### src/rtl/i2c_config_seq_pkg.sv
// i2c_cfg_pkg: shared word width, state encoding and configuration table for the I2C sequencer
package i2c_cfg_pkg;
  localparam int CFG_WORD_W = 16;
  localparam int CFG_N = 3;
  localparam logic [CFG_N-1:0][CFG_WORD_W-1:0] CFG_TABLE = {16'h1E00, 16'h0A5F, 16'h1234};
  localparam logic [2:0] ST_IDLE = 3'd0;
  localparam logic [2:0] ST_LOAD = 3'd1;
  localparam logic [2:0] ST_REQ  = 3'd2;
  localparam logic [2:0] ST_WAIT = 3'd3;
  localparam logic [2:0] ST_GAP  = 3'd4;
  localparam logic [2:0] ST_DONE = 3'd5;
  localparam logic [2:0] ST_ERR  = 3'd6;
endpackage

### src/rtl/i2c_config_seq_if.sv
// i2c_config_seq_if: start/data/busy handshake between the sequencer and the I2C master
interface i2c_config_seq_if;
  logic start;
  logic [i2c_cfg_pkg::CFG_WORD_W-1:0] data;
  logic busy;
  modport master (output start, output data, input busy);
  modport slave (input start, input data, output busy);
endinterface

### src/rtl/i2c_config_seq_rom.sv
// i2c_config_rom: index-to-word lookup into the package table, zero outside the table
module i2c_config_rom
  import i2c_cfg_pkg::*;
#(
  parameter int N_REGS = 3,
  parameter int IW = 2
) (
  input  logic [IW-1:0]         idx,
  output logic [CFG_WORD_W-1:0] word
);
  always_comb begin
    word = '0;
    for (int i = 0; i < CFG_N; i++)
      if (i < N_REGS && int'(idx) == i) word = CFG_TABLE[i];
  end
endmodule

### src/rtl/i2c_config_seq.sv
// i2c_config_seq: walks the configuration table through the I2C master, one gated transfer at a time
module i2c_config_seq
  import i2c_cfg_pkg::*;
#(
  parameter int N_REGS = 3,
  parameter int GAP_CYCLES = 4,
  parameter int TIMEOUT_CYCLES = 1000,
  localparam int IW = N_REGS > 1 ? $clog2(N_REGS) : 1
) (
  input  logic                 CLK,
  input  logic                 RST,
  input  logic                 go,
  i2c_config_seq_if.master     i2c,
  output logic [IW-1:0]        idx,
  output logic                 active,
  output logic                 done,
  output logic                 err
);
  localparam int CMAX = TIMEOUT_CYCLES > GAP_CYCLES ? TIMEOUT_CYCLES : GAP_CYCLES;
  localparam int CW = CMAX > 0 ? $clog2(CMAX + 1) : 1;
  localparam logic [CW-1:0] TLAST = CW'(TIMEOUT_CYCLES - 1);
  localparam logic [CW-1:0] GLAST = CW'(GAP_CYCLES > 0 ? GAP_CYCLES - 1 : 0);
  logic [2:0] state;
  logic [CW-1:0] cnt, cnt_inc;
  logic [CFG_WORD_W-1:0] word;
  logic last;
  i2c_config_rom #(.N_REGS(N_REGS), .IW(IW)) rom (.idx(idx), .word(word));
  always_comb cnt_inc = &cnt ? cnt : cnt + 1'b1;
  always_comb last = idx == IW'(N_REGS - 1);
  // start is raised on LOAD exit so a busy already high in REQ yields a one-cycle pulse
  always_ff @(posedge CLK or negedge RST)
    if (!RST) begin
      state <= ST_IDLE;
      cnt <= '0;
      idx <= '0;
      active <= 1'b0;
      done <= 1'b0;
      err <= 1'b0;
      i2c.start <= 1'b0;
      i2c.data <= '0;
    end else
      case (state)
        ST_IDLE, ST_DONE, ST_ERR:
          if (go) begin
            done <= 1'b0;
            err <= 1'b0;
            idx <= '0;
            active <= 1'b1;
            state <= ST_LOAD;
          end
        ST_LOAD: begin
          i2c.data <= word;
          i2c.start <= 1'b1;
          cnt <= '0;
          state <= ST_REQ;
        end
        ST_REQ:
          if (i2c.busy) begin
            i2c.start <= 1'b0;
            cnt <= '0;
            state <= ST_WAIT;
          end else if (cnt == TLAST) begin
            i2c.start <= 1'b0;
            err <= 1'b1;
            active <= 1'b0;
            state <= ST_ERR;
          end else cnt <= cnt_inc;
        ST_WAIT:
          if (!i2c.busy) begin
            cnt <= '0;
            state <= ST_GAP;
          end else if (cnt == TLAST) begin
            err <= 1'b1;
            active <= 1'b0;
            state <= ST_ERR;
          end else cnt <= cnt_inc;
        ST_GAP:
          if (cnt == GLAST) begin
            if (last) begin
              done <= 1'b1;
              active <= 1'b0;
              state <= ST_DONE;
            end else begin
              idx <= idx + 1'b1;
              state <= ST_LOAD;
            end
          end else cnt <= cnt_inc;
        default: state <= ST_IDLE;
      endcase
endmodule

### src/flat_wrapper.sv
// flat-port wrapper written by rule: the top's interface ports become plain ports
module i2c_config_seq_flat import i2c_cfg_pkg::*;
#(
  parameter int N_REGS = 3,
  parameter int GAP_CYCLES = 4,
  parameter int TIMEOUT_CYCLES = 1000,
  localparam int IW = N_REGS > 1 ? $clog2(N_REGS) : 1
)
  (CLK, RST, go, idx, active, done, err, i2c_start, i2c_data, i2c_busy);
  i2c_config_seq_if i2c_i ();
  input  logic CLK;
  input  logic RST;
  input  logic go;
  output logic [IW-1:0] idx;
  output logic active;
  output logic done;
  output logic err;
  output wire logic [$bits(i2c_i.start)-1:0] i2c_start;
  output wire logic [$bits(i2c_i.data)-1:0] i2c_data;
  input wire logic [$bits(i2c_i.busy)-1:0] i2c_busy;
  assign i2c_start = i2c_i.start;
  assign i2c_data = i2c_i.data;
  assign i2c_i.busy = i2c_busy;
  i2c_config_seq #(.N_REGS(N_REGS), .GAP_CYCLES(GAP_CYCLES), .TIMEOUT_CYCLES(TIMEOUT_CYCLES)) u_core (.CLK(CLK), .RST(RST), .go(go), .i2c(i2c_i), .idx(idx), .active(active), .done(done), .err(err));
endmodule
### config.mk
export PLATFORM = sky130hd
export DESIGN_NAME = i2c_config_seq_flat
export DESIGN_NICKNAME = d
export VERILOG_FILES = /design/src/rtl/i2c_config_seq_pkg.sv /design/src/rtl/i2c_config_seq_if.sv /design/src/rtl/i2c_config_seq_rom.sv /design/src/rtl/i2c_config_seq.sv /design/src/flat_wrapper.sv
export SDC_FILE = /design/constraint.sdc
export NUM_CORES = 1
export LEC_CHECK = 0
export CORE_MARGIN = 3
export CORE_UTILIZATION = 30
export DETAILED_ROUTE_END_ITERATION = 6
export GPL_TIMING_DRIVEN = 0
export PLACE_DENSITY_LB_ADDON = 0.15
export SLEW_MARGIN = 20
export SYNTH_ARGS = -nofsm -noshare
export SYNTH_HDL_FRONTEND = slang
export SYNTH_SLANG_ARGS = --single-unit
### constraint.sdc
create_clock -name CLK -period 2.55 [get_ports CLK]
set_input_delay 0.3825 -clock CLK [delete_from_list [all_inputs] [get_ports CLK]]
set_output_delay 0.3825 -clock CLK [all_outputs]
set_load 0.01 [all_outputs]
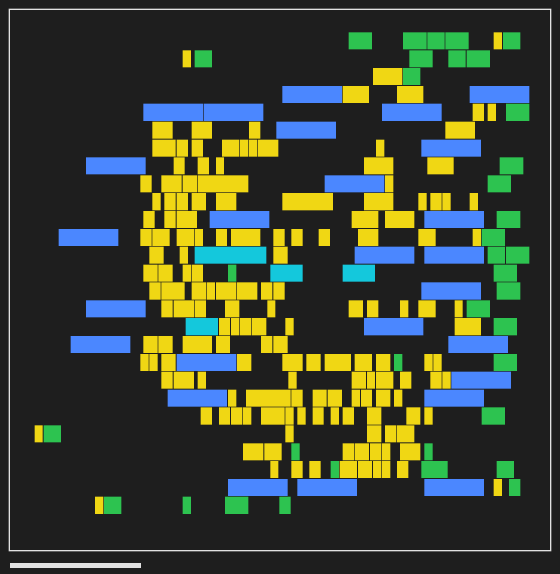
class_map.png
Bar = 20 microns.
Blue marks registers, cells 26. Green marks remaining buffers and delay cells, cells 36. Yellow marks remaining logic cells, cells 159. Cyan marks clock drivers and dummy loads, cells 4.

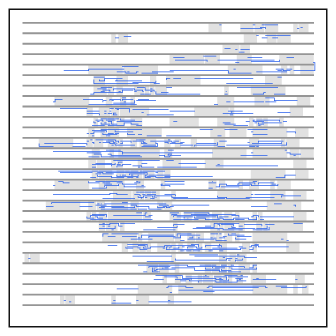
m1.png
Supply wires on this layer in grey.
The wires run mostly horizontal. 204 nets have wire on it. The layer holds 50% of the routed length. The layer carries 1970 microns of wire. The longest straight run is 23.5 microns.

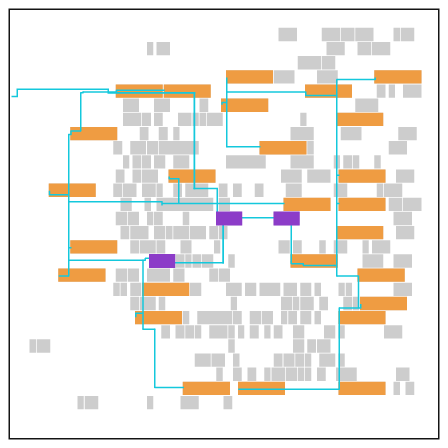
clock_wires.png
Orange marks flip-flops, count 26. Purple marks clock-net drivers, count 3. Cyan marks clock wires, length 418 microns.
There are 4 routed clock nets. Position of the flops: widely spread.

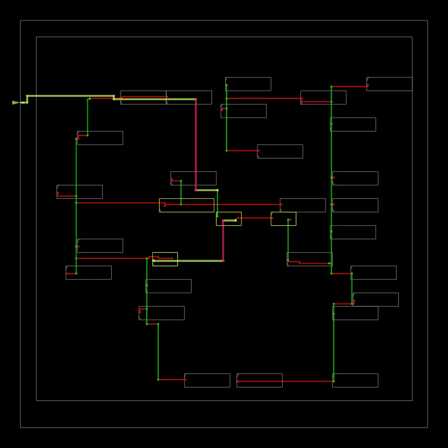
clock_nets.png
clock sink count: 26
number of clock-tree buffers in the layout: 3
CTS Buf Count: 3
clock latency on the worst-skew pair: 0.28 ns

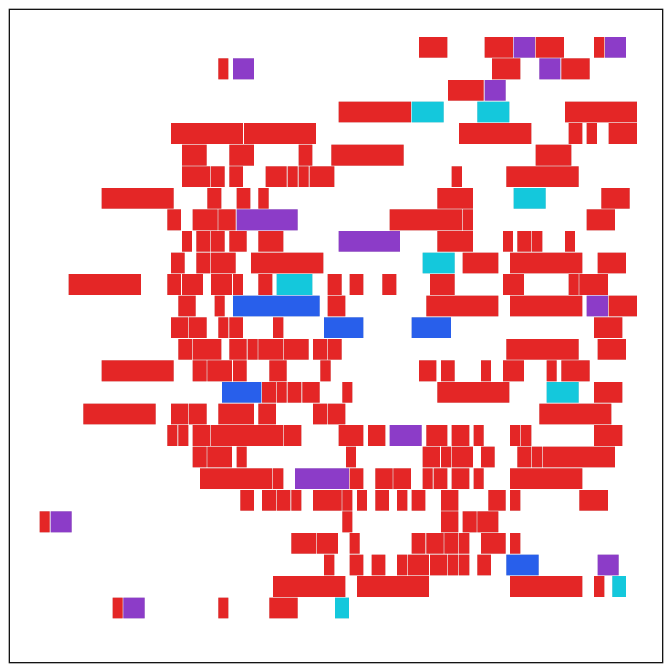
sizing.png
Purple marks x3 and x4, cells 13, share 5.8%. Blue marks x6 and larger, cells 5, share 2.2%. Cyan marks x2, cells 8, share 3.6%. Red marks x1 and smaller, cells 199, share 88%.

==> run summary <==
fresh numbers from the pnr run: Yosys Instances 198, CP required 2.75 ns, antenna violations before repair 0, total power 1860 uW, drt pass-1 iters 4, RSZ-0062 raised after global routing false, IO buf count 19, LEAKAGE 0.000893 uW, crit-path leading delay family AND-OR/OR-AND gates, cell total after placement 293, Log Warnings 30, largest net degree at the start of global routing 27, RR Startpoint u_core.cnt[0], Residual DRC 0, CP Cell Sequence ha_1, nor3b_2, and3_1, o21ai_1, o21ai_0, a21oi_1, post-CTS sizing 0, crit-path max FO 8, Syn Area/Cell 8.80 sq um, Sum Neg Setup Slack 0 ns, n_diodes 0, count leader, synth dfrtp_1, CTS tree done, WP buf/inv 0, All-Layer GR Usage 13.0%, count of library flops with an enable pin 0, CTS H-tree depth 1, status completed, share of layout cells above drive strength 1 11.6%, Worst EP arrival 2.32 ns, Flop area 651 sq um, Warnings, synthesis 0, Ports 26, postcts setup bufs 0, Final Slew Violations 0, Fill cells 597, r2r endpoint u_core.cnt[9], Clock Path Buffers 2, most frequent logic cell in the layout dfrtp_1, Fin. Hold Viols 0, Worst setup EP type flop, Routed WL 3980 microns, Slew Limit Headroom 57.2%, routed len/inst 13.4 microns, GPL Wtd Cong 0.837, crit path launch u_core.cnt[0], Async SR Flop Fraction 100%, Detail Route Antenna Nets 0, VDD IR max 291 uV, detailed placement HPWL 2890 microns, first-pass GRT wire length 6880 microns, logic area 971 sq um, core box area 5570 sq um, dominant register cell dfrtp_1, maxcap violations 0, dominant logic cell types in the final layout dfrtp_1, o21ai_0, nor2_1, clkdlybuf4s50_1, nand2_1, Dominant comb cell AND-OR/OR-AND gates, post-synthesis xor/xnor area fraction 0.503%, clk_skew 0.00446 ns
## report_power, final
group	total (uW)	switching, uW	leakage (uW)	internal, uW
combinational	962	548	0.000519	414
sequential	548	59.8	0.000338	489
clock	352	142	0.0000357	210
total	1860	749	0.000893	1110
## worst register-to-register path: stages (launching register included)
cell and delay [ns]:
dfrtp_1 0.44, ha_1 0.30, nor3b_2 0.21, and3_1 0.25, o21ai_1 0.48, o21ai_0 0.19
a21oi_1 0.18
## sequential cells by signal (all words and copies together) (netlist names)
register / cells
u_core.done: 1
u_core.state: 3
u_core.cnt: 10
u_core.err: 1
u_core.idx: 2
u_core.i2c.data: 7
u_core.i2c.start: 1
u_core.active: 1
## area by class of cell
type                       count  share of cell area (%)
clock buffer                   3                    1.96
clock inverter                 1                    1.43
tap                           72                    4.28
sequential                    26                    30.9
timing repair buffer          19                    8.80
inverter                       8                    1.43
buffer                        17                    5.05
multi-input combinational    151                    46.1
## per-stage QoR
stage / cell area [sq um] / setup WS [ns] / hold slack, ns
after floorplan: 1760 / 0.783 / 0.0869
after global placement: 2040 / 0.422 / 0.461
after detailed placement: 2030 / 0.454 / 0.440
after CTS: 2100 / 0.432 / 0.126
after global routing: 2100 / 0.236 / 0.139
final: 2100 / 0.437 / 0.115
## routing by layer
| metal | vias to the layer above | share of wire (%) | global-route usage, % |
|---|---|---|---|
| li1 | 763 | - | - |
| met3 | 4 | 4.7 | 2.93 |
| met5 | - | 0 | 0 |
| met1 | 721 | 50 | 17.4 |
| met4 | 0 | 0.65 | 3.49 |
| met2 | 37 | 45 | 21.2 |
Power and IR drop assume default switching activity.
